run_1/met1.png
Drawn at 3 px/um. Supply wires on this layer in grey.
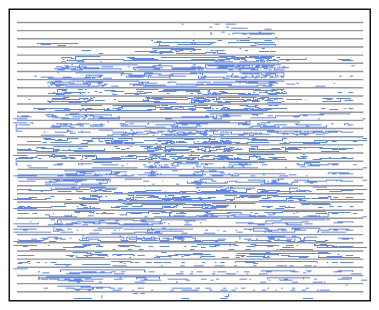
run_1/met2.png
Drawn at 2 px/um. Cells faint in the background.
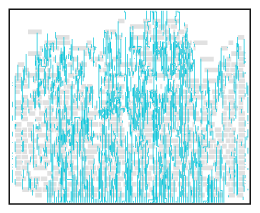
run_1/met3.png
Drawn at 3 px/um.
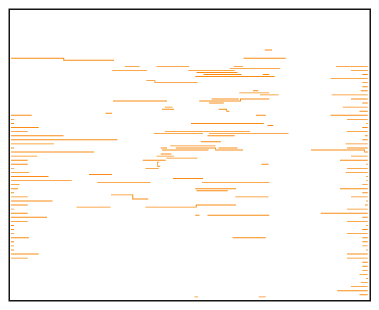
run_1/met4.png
Drawn at 3 px/um. Supply wires on this layer in grey.
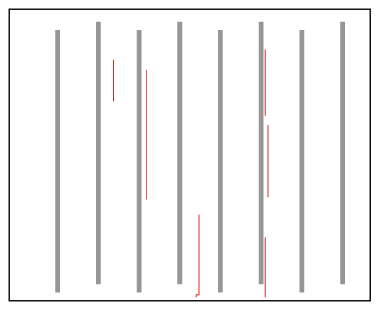
--- src/rtl/czonotope_loader.sv ---
`default_nettype none
// ============================================================================
//  Module      : czonotope_loader
//  Description : Stream-to-memory loader for constrained zonotopes. Parses a
//                dimension header, then scatters center, G, A and b words into
//                the Z memories through registered write ports.
//  Revision    : 1.0 - initial release
// ============================================================================
module czonotope_loader #(
    parameter int NMAX       = 3,
    parameter int NGMAX      = 15,
    parameter int NCMAX      = 12,
    parameter int DATA_WIDTH = 32
) (
    input  logic                       clk_i,
    input  logic                       rst_i,
    input  logic                       s_valid_i,
    output logic                       s_ready_o,
    input  logic [DATA_WIDTH-1:0]      s_data_i,
    input  logic                       s_last_i,
    output logic [$clog2(NMAX)-1:0]    Zn,
    output logic [$clog2(NGMAX)-1:0]   Zng,
    output logic [$clog2(NCMAX)-1:0]   Znc,
    output logic                       Zc_we,
    output logic [$clog2(NMAX)-1:0]    Zc_addr,
    output logic [DATA_WIDTH-1:0]      Zc_wdata,
    output logic                       ZG_we,
    output logic [$clog2(NMAX)-1:0]    ZG_raddr,
    output logic [$clog2(NGMAX)-1:0]   ZG_caddr,
    output logic [DATA_WIDTH-1:0]      ZG_wdata,
    output logic                       ZA_we,
    output logic [$clog2(NCMAX)-1:0]   ZA_raddr,
    output logic [$clog2(NGMAX)-1:0]   ZA_caddr,
    output logic [DATA_WIDTH-1:0]      ZA_wdata,
    output logic                       Zb_we,
    output logic [$clog2(NCMAX)-1:0]   Zb_addr,
    output logic [DATA_WIDTH-1:0]      Zb_wdata,
    output logic                       busy_o,
    output logic                       done_o,
    output logic                       err_o
);

    localparam int c_NW = $clog2(NMAX);
    localparam int c_GW = $clog2(NGMAX);
    localparam int c_CW = $clog2(NCMAX);

    typedef enum logic [2:0] {
        S_IDLE  = 3'd0,
        S_LD_C  = 3'd1,
        S_LD_G  = 3'd2,
        S_LD_A  = 3'd3,
        S_LD_B  = 3'd4,
        S_DRAIN = 3'd5
    } state_t;

    state_t                r_state;
    state_t                w_state_nx;
    state_t                w_next_phase;
    logic                  r_ready;
    logic [7:0]            r_row;
    logic [7:0]            r_col;
    logic [7:0]            w_row_nx;
    logic [7:0]            w_col_nx;
    logic [c_NW-1:0]       r_zn;
    logic [c_GW-1:0]       r_zng;
    logic [c_CW-1:0]       r_znc;
    logic                  r_zc_we;
    logic                  r_zg_we;
    logic                  r_za_we;
    logic                  r_zb_we;
    logic [7:0]            r_wrow;
    logic [7:0]            r_wcol;
    logic [DATA_WIDTH-1:0] r_wdata;
    logic                  r_done;
    logic                  r_err;

    logic                  w_acc;
    logic [7:0]            w_hn;
    logic [7:0]            w_hng;
    logic [7:0]            w_hnc;
    logic                  w_hdr_ok;
    logic [7:0]            w_n8;
    logic [7:0]            w_ng8;
    logic [7:0]            w_nc8;
    logic                  w_col_last;
    logic                  w_phase_end;
    logic                  w_frame_end;
    logic                  w_we_c;
    logic                  w_we_g;
    logic                  w_we_a;
    logic                  w_we_b;
    logic                  w_done;
    logic                  w_err_set;
    logic                  w_err_clr;
    logic                  w_ld_dims;

    assign w_acc    = s_valid_i && r_ready;
    assign w_hn     = s_data_i[7:0];
    assign w_hng    = s_data_i[15:8];
    assign w_hnc    = s_data_i[23:16];
    assign w_hdr_ok = (w_hn != 8'd0) && (int'(w_hn) <= NMAX) &&
                      (int'(w_hng) <= NGMAX) && (int'(w_hnc) <= NCMAX);
    assign w_n8     = 8'(r_zn);
    assign w_ng8    = 8'(r_zng);
    assign w_nc8    = 8'(r_znc);

    // Next-state, counter advance and write-strobe decode for one accepted word
    always_comb begin
        w_state_nx   = r_state;
        w_next_phase = S_IDLE;
        w_row_nx     = r_row;
        w_col_nx     = r_col;
        w_phase_end  = 1'b0;
        w_we_c       = 1'b0;
        w_we_g       = 1'b0;
        w_we_a       = 1'b0;
        w_we_b       = 1'b0;
        w_done       = 1'b0;
        w_err_set    = 1'b0;
        w_err_clr    = 1'b0;
        w_ld_dims    = 1'b0;
        // ng is non-zero whenever a matrix phase is active, so the wrap of ng-1 is harmless
        w_col_last   = (r_col == w_ng8 - 8'd1);

        // Phase boundaries; empty phases are skipped when choosing the successor
        case (r_state)
            S_LD_C: begin
                w_phase_end  = (r_row == w_n8 - 8'd1);
                w_next_phase = (w_ng8 != 8'd0) ? S_LD_G :
                               (w_nc8 != 8'd0) ? S_LD_B : S_IDLE;
            end
            S_LD_G: begin
                w_phase_end  = (r_row == w_n8 - 8'd1) && w_col_last;
                w_next_phase = (w_nc8 != 8'd0) ? S_LD_A : S_IDLE;
            end
            S_LD_A: begin
                w_phase_end  = (r_row == w_nc8 - 8'd1) && w_col_last;
                w_next_phase = S_LD_B;
            end
            S_LD_B: begin
                w_phase_end  = (r_row == w_nc8 - 8'd1);
                w_next_phase = S_IDLE;
            end
            default: begin
                w_phase_end  = 1'b0;
                w_next_phase = S_IDLE;
            end
        endcase
        w_frame_end = w_phase_end && (w_next_phase == S_IDLE);

        if (w_acc) begin
            case (r_state)
                S_IDLE: begin
                    if (w_hdr_ok) begin
                        w_ld_dims = 1'b1;
                        w_err_clr = 1'b1;
                        w_row_nx  = 8'd0;
                        w_col_nx  = 8'd0;
                        if (!s_last_i) begin
                            w_state_nx = S_LD_C;
                        end
                    end else begin
                        w_err_set = 1'b1;
                        if (!s_last_i) begin
                            w_state_nx = S_DRAIN;
                        end
                    end
                end
                S_DRAIN: begin
                    if (s_last_i) begin
                        w_state_nx = S_IDLE;
                    end
                end
                default: begin
                    if (s_last_i && !w_frame_end) begin
                        // Premature end of frame: drop this word and abandon the frame
                        w_err_set  = 1'b1;
                        w_state_nx = S_IDLE;
                    end else begin
                        w_we_c = (r_state == S_LD_C);
                        w_we_g = (r_state == S_LD_G);
                        w_we_a = (r_state == S_LD_A);
                        w_we_b = (r_state == S_LD_B);
                        if (w_phase_end) begin
                            w_row_nx   = 8'd0;
                            w_col_nx   = 8'd0;
                            w_state_nx = w_next_phase;
                            if (w_frame_end) begin
                                w_done = 1'b1;
                                // A missing end marker still completes the write but flags the frame
                                if (!s_last_i) begin
                                    w_err_set  = 1'b1;
                                    w_state_nx = S_DRAIN;
                                end
                            end
                        end else if ((r_state == S_LD_C) || (r_state == S_LD_B)) begin
                            w_row_nx = r_row + 8'd1;
                        end else if (w_col_last) begin
                            w_col_nx = 8'd0;
                            w_row_nx = r_row + 8'd1;
                        end else begin
                            w_col_nx = r_col + 8'd1;
                        end
                    end
                end
            endcase
        end
    end

    // State, counters, dimension latches and registered write ports
    always_ff @(posedge clk_i) begin
        if (rst_i) begin
            r_state <= S_IDLE;
            r_ready <= 1'b0;
            r_row   <= 8'd0;
            r_col   <= 8'd0;
            r_zn    <= '0;
            r_zng   <= '0;
            r_znc   <= '0;
            r_zc_we <= 1'b0;
            r_zg_we <= 1'b0;
            r_za_we <= 1'b0;
            r_zb_we <= 1'b0;
            r_wrow  <= 8'd0;
            r_wcol  <= 8'd0;
            r_wdata <= '0;
            r_done  <= 1'b0;
            r_err   <= 1'b0;
        end else begin
            r_state <= w_state_nx;
            r_ready <= 1'b1;
            r_row   <= w_row_nx;
            r_col   <= w_col_nx;
            r_zc_we <= w_we_c;
            r_zg_we <= w_we_g;
            r_za_we <= w_we_a;
            r_zb_we <= w_we_b;
            r_done  <= w_done;
            if (w_ld_dims) begin
                r_zn  <= w_hn[c_NW-1:0];
                r_zng <= w_hng[c_GW-1:0];
                r_znc <= w_hnc[c_CW-1:0];
            end
            if (w_we_c || w_we_g || w_we_a || w_we_b) begin
                r_wrow  <= r_row;
                r_wcol  <= r_col;
                r_wdata <= s_data_i;
            end
            if (w_err_set) begin
                r_err <= 1'b1;
            end else if (w_err_clr) begin
                r_err <= 1'b0;
            end
        end
    end

    assign s_ready_o = r_ready;
    assign busy_o    = (r_state != S_IDLE);
    assign done_o    = r_done;
    assign err_o     = r_err;
    assign Zn        = r_zn;
    assign Zng       = r_zng;
    assign Znc       = r_znc;

    assign Zc_we     = r_zc_we;
    assign Zc_addr   = r_wrow[c_NW-1:0];
    assign Zc_wdata  = r_wdata;
    assign ZG_we     = r_zg_we;
    assign ZG_raddr  = r_wrow[c_NW-1:0];
    assign ZG_caddr  = r_wcol[c_GW-1:0];
    assign ZG_wdata  = r_wdata;
    assign ZA_we     = r_za_we;
    assign ZA_raddr  = r_wrow[c_CW-1:0];
    assign ZA_caddr  = r_wcol[c_GW-1:0];
    assign ZA_wdata  = r_wdata;
    assign Zb_we     = r_zb_we;
    assign Zb_addr   = r_wrow[c_CW-1:0];
    assign Zb_wdata  = r_wdata;

endmodule
`default_nettype wire

--- config.mk ---
export PLATFORM = sky130hd
export DESIGN_NAME = czonotope_loader
export DESIGN_NICKNAME = d
export VERILOG_FILES = /design/src/rtl/czonotope_loader.sv
export SDC_FILE = /design/constraint.sdc
export NUM_CORES = 1
export LEC_CHECK = 0
export CAP_MARGIN = 20
export CORE_ASPECT_RATIO = 0.8
export CORE_MARGIN = 2
export CORE_UTILIZATION = 42
export DETAILED_ROUTE_END_ITERATION = 10
export GPL_TIMING_DRIVEN = 0
export PLACE_DENSITY = 0.82
export SYNTH_ARGS = -nofsm -noshare
export SYNTH_HDL_FRONTEND = slang
export SYNTH_SLANG_ARGS = --single-unit
export TNS_END_PERCENT = 20
--- constraint.sdc ---
create_clock -name clk_i -period 3.53 [get_ports clk_i]
set_input_delay 0.5295 -clock clk_i [delete_from_list [all_inputs] [get_ports clk_i]]
set_output_delay 0.5295 -clock clk_i [all_outputs]
set_load 0.005 [all_outputs]
==> flow_summary.json, run 1 <==
{
  "yosysTopAreaCell": "dfxtp_1",
  "ys.flops": 76,
  "worst-path-buf-inv": 2,
  "met1_usage_pct": 31.36,
  "pg_seq_uw": 877,
  "ys_cells": 526,
  "clock_power_uw": 939,
  "clkTransAtPathRegs_ns": 0.06,
  "dp_slack_ns": -0.3454,
  "yosys-top-cells-area": "dfxtp_1 (34%), buf_4 (19%), mux2i_1 (12%)",
  "ys_area_mm2": 0.004506,
  "syn_inst": 526,
  "slowest_stage": "or4_1",
  "critPathMaxStageDelay_ns": 0.55,
  "synth_area_per_cell_um2": 8.566,
  "powerDensity_mw_per_mm2": 292.0,
  "power.switching_uw": 497.8,
  "antenna_cells": 0,
  "p_sw_share_pct": 24.41,
  "postCtsHoldBufs": 0,
  "viasPerCell": 5.018,
  "status": "completed",
  "ant_nets": 0,
  "syn-num-nets": 569,
  "p_seq_share_pct": 43.0,
  "p_leak_uw": 0.002657,
  "via_count": 4421,
  "dp_hpwl_um": 10940,
  "cts_resized": 1,
  "ir_drop_mv": 0.2101,
  "final_util_pct": 67.40,
  "p_int_uw": 1542,
  "arrival_ns": 3.65,
  "rows": 33,
  "grt_pass1_vias": 4063,
  "fillerInstances": 817,
  "power-top-group": "clock",
  "ys_seq_share_pct": 33.77,
  "grt-busiest-layer": "met2",
  "fin_crit_sh_pct": 97.74,
  "critPathKind": "input pin to flip-flop",
  "cts_tree": "done",
  "wl_per_cell_um": 16.00,
  "synth_warnings": 0,
  "hold_path_class": "flip-flop to flip-flop",
  "syn-cell-area_mm2": 0.004506,
  "use_met3_pct": 6.958,
  "p_comb_uw": 224,
  "tightestPinTransition_ns": 0.7470
}
Notes on met1.png above:
nets with wire on the layer: 677
longest straight run: 37.7 um

Notes on met2.png above:
nets with wire on the layer: 668
longest straight run: 39.1 um
wire length on this layer: 6580 um
main direction: vertical
share of all routed wire: 47%

Notes on met3.png above:
nets with wire on the layer: 134
wire length on this layer: 1170 um
longest straight run: 35.2 um
share of all routed wire: 8.3%
main direction: horizontal

Notes on met4.png above:
wire length on this layer: 150 um
share of all routed wire: 1.1%
nets with wire on the layer: 5
main direction: vertical
longest straight run: 42.8 um

==> run 1: metrics by stage <==
stage	instances	total power, uW	setup TNS [ns]	instance area [um2]	hold WS [ns]
floorplan	526	995.2	0	4506	0.4645
global placement	865	1111	-4.324	6673	0.4559
detailed placement	865	1115	-4.245	6673	0.5005
CTS	881	2042	0	6979	0.5092
global route	881	2107	0	6985	0.5315
finish	881	2039	0	6985	0.5109
==> run 1: worst max path at each step <==
| stage | cells after the start | start | slack (ns) | endpoint |
|---|---|---|---|---|
| finish | 10 | s_data_i[5] | 0.08 | r_col[5] |
| global route | 10 | s_data_i[5] | 0.004 | r_col[4] |
| CTS | 10 | s_data_i[4] | 0.02 | r_col[5] |
| detailed placement | 9 | s_data_i[4] | -0.35 | r_row[7] |
| global placement | 9 | s_data_i[4] | -0.31 | r_row[4] |
| floorplan | 9 | s_data_i[4] | 0.88 | r_row[1] |
==> run 1: registers in the layout, indices dropped and copies added, names as in the netlist, 2 cells and up <==
name      flops
ZA_wdata     32
r_col         8
r_row         8
Znc           4
Zng           4
r_wcol        4
r_wrow        4
r_state       3
Zn            2
==> run 1: area by class of cell <==
type	instances	area, um2	area share, %
multi-input combinational	307	2037	29.16
timing repair buffer	199	1992	28.52
sequential	76	1521	21.78
buffer	130	910.9	13.04
clock buffer	10	229.0	3.278
tap	140	175.2	2.508
clock inverter	6	71.32	1.021
inverter	13	48.80	0.6985
==> run 1: cell families (layout without fill, tap and decap cells) <==
group | count (synthesis) | count (layout) | share of synthesized area, %
simple gates | 173 | 173 | 18.38
buf+inv | 143 | 358 | 21.30
flops | 76 | 76 | 33.77
compound gates | 59 | 59 | 9.442
mux | 55 | 55 | 12.33
xor+xnor | 13 | 13 | 2.832
fa+ha+maj | 7 | 7 | 1.944
==> run 2: changes to the inputs <==
CTS_CLUSTER_SIZE = 30   (was not set)
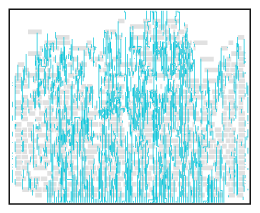
run_2/met2.png
Drawn at 2 px/um. Cells faint in the background.
nets with wire on the layer: 668
longest straight run: 39.1 um

==> flow_summary.json, run 2 <==
{
  "ys.flops": 76,
  "fin_crit_sh_pct": 97.74,
  "met1_usage_pct": 31.36,
  "syn-cell-area_mm2": 0.004506,
  "use_met3_pct": 6.958,
  "fin_cells": 881,
  "postCtsHoldBufs": 0,
  "worst-path-buf-inv": 2,
  "critPathKind": "input pin to flip-flop",
  "grt-busiest-layer": "met2",
  "rows": 33,
  "tightestPinTransition_ns": 0.7470,
  "crit_end": "r_col[5]",
  "synth-async-reset-ratio_pct": 0,
  "viasPerCell": 5.018,
  "fin_setup_tns_ns": 0,
  "wl_per_cell_um": 16.00,
  "ant_nets": 0,
  "status": "completed",
  "via_count": 4421,
  "clkTransAtPathRegs_ns": 0.06,
  "p_leak_uw": 0.002657,
  "largest_reg_flops": 32,
  "r2r-end": "r_col[5]",
  "synth_warnings": 0,
  "start_kind": "input pin",
  "critical_path_depth": 10,
  "antenna_cells": 0,
  "slowest_stage": "or4_1",
  "yosys-top-cells-area": "dfxtp_1 (34%), buf_4 (19%), mux2i_1 (12%)",
  "critPathMaxStageDelay_ns": 0.55,
  "arrival_ns": 3.65,
  "numPlacedInstances": 865,
  "hold_path_class": "flip-flop to flip-flop",
  "cts_sinks": 76,
  "yosysTopAreaCell": "dfxtp_1",
  "ys_cells": 526,
  "fillerInstances": 817,
  "dp_slack_ns": -0.3454,
  "syn_inst": 526,
  "final_max_slew_viol_count": 0,
  "grt_pass1_vias": 4063,
  "ir_drop_mv": 0.2101,
  "crit_start": "s_data_i[5]",
  "final_util_pct": 67.40,
  "syn-num-nets": 569,
  "dp_hpwl_um": 10940
}
-- run 2: cell counts in the layout (fill, tap and decap cells not counted) --
Identical to the previous run, type by type.
-- run 2: how the worst min path moves through the flow --
stage,depth (start not counted),to,start
CTS,2,r_col[7],r_col[7]
finish,2,r_col[7],r_col[7]
floorplan,1,err_o,err_o
global route,1,err_o,err_o
detailed placement,1,err_o,err_o
global placement,1,err_o,err_o
-- run 2: final cells by class --
type / count / area (um2) / share of cell area [%]
well taps: 140 / 175.2 / 2.508
repair buffers: 199 / 1992 / 28.52
inverters: 13 / 48.80 / 0.6985
multi-input cells: 307 / 2037 / 29.16
clock buffers: 10 / 229.0 / 3.278
plain buffers: 130 / 910.9 / 13.04
flip-flops and latches: 76 / 1521 / 21.78
clock inverters: 6 / 71.32 / 1.021
-- run 2: power by group --
part	internal (uW)	total, uW	switching (uW)
Clock	555	939	384
Combinational	120	224	103
Sequential	866	877	10.6
-- run 2: through the flow --
step           area [um2]  power [uW]  hold slack, ns
4_1_cts              6979        2042          0.5092
3_3_place_gp         6673        1111          0.4559
2_1_floorplan        4506       995.2          0.4645
3_5_place_dp         6673        1115          0.5005
5_1_grt              6985        2107          0.5315
6_report             6985        2039          0.5109
-- run 2: cells by family after synthesis --
logic type | count (synthesis) | synth area share [%]
compound gates | 59 | 9.442
xor+xnor | 13 | 2.832
fa+ha+maj | 7 | 1.944
buf+inv | 143 | 21.30
flops | 76 | 33.77
mux | 55 | 12.33
simple gates | 173 | 18.38
-- run 2: what timing repair did --
item | 4_1_cts | 5_1_grt
gates resized | 1 | 2
buffers inserted | 0 | 0
endpoints found under the setup margin | 5 | 9
-- run 2: routing by layer --
layer | up-vias | share of wire, %
met5 | - | 0
met4 | 0 | 1.1
met3 | 14 | 8.3
met2 | 210 | 47
met1 | 2066 | 44
li1 | 2131 | -
Power and IR drop assume default switching activity.
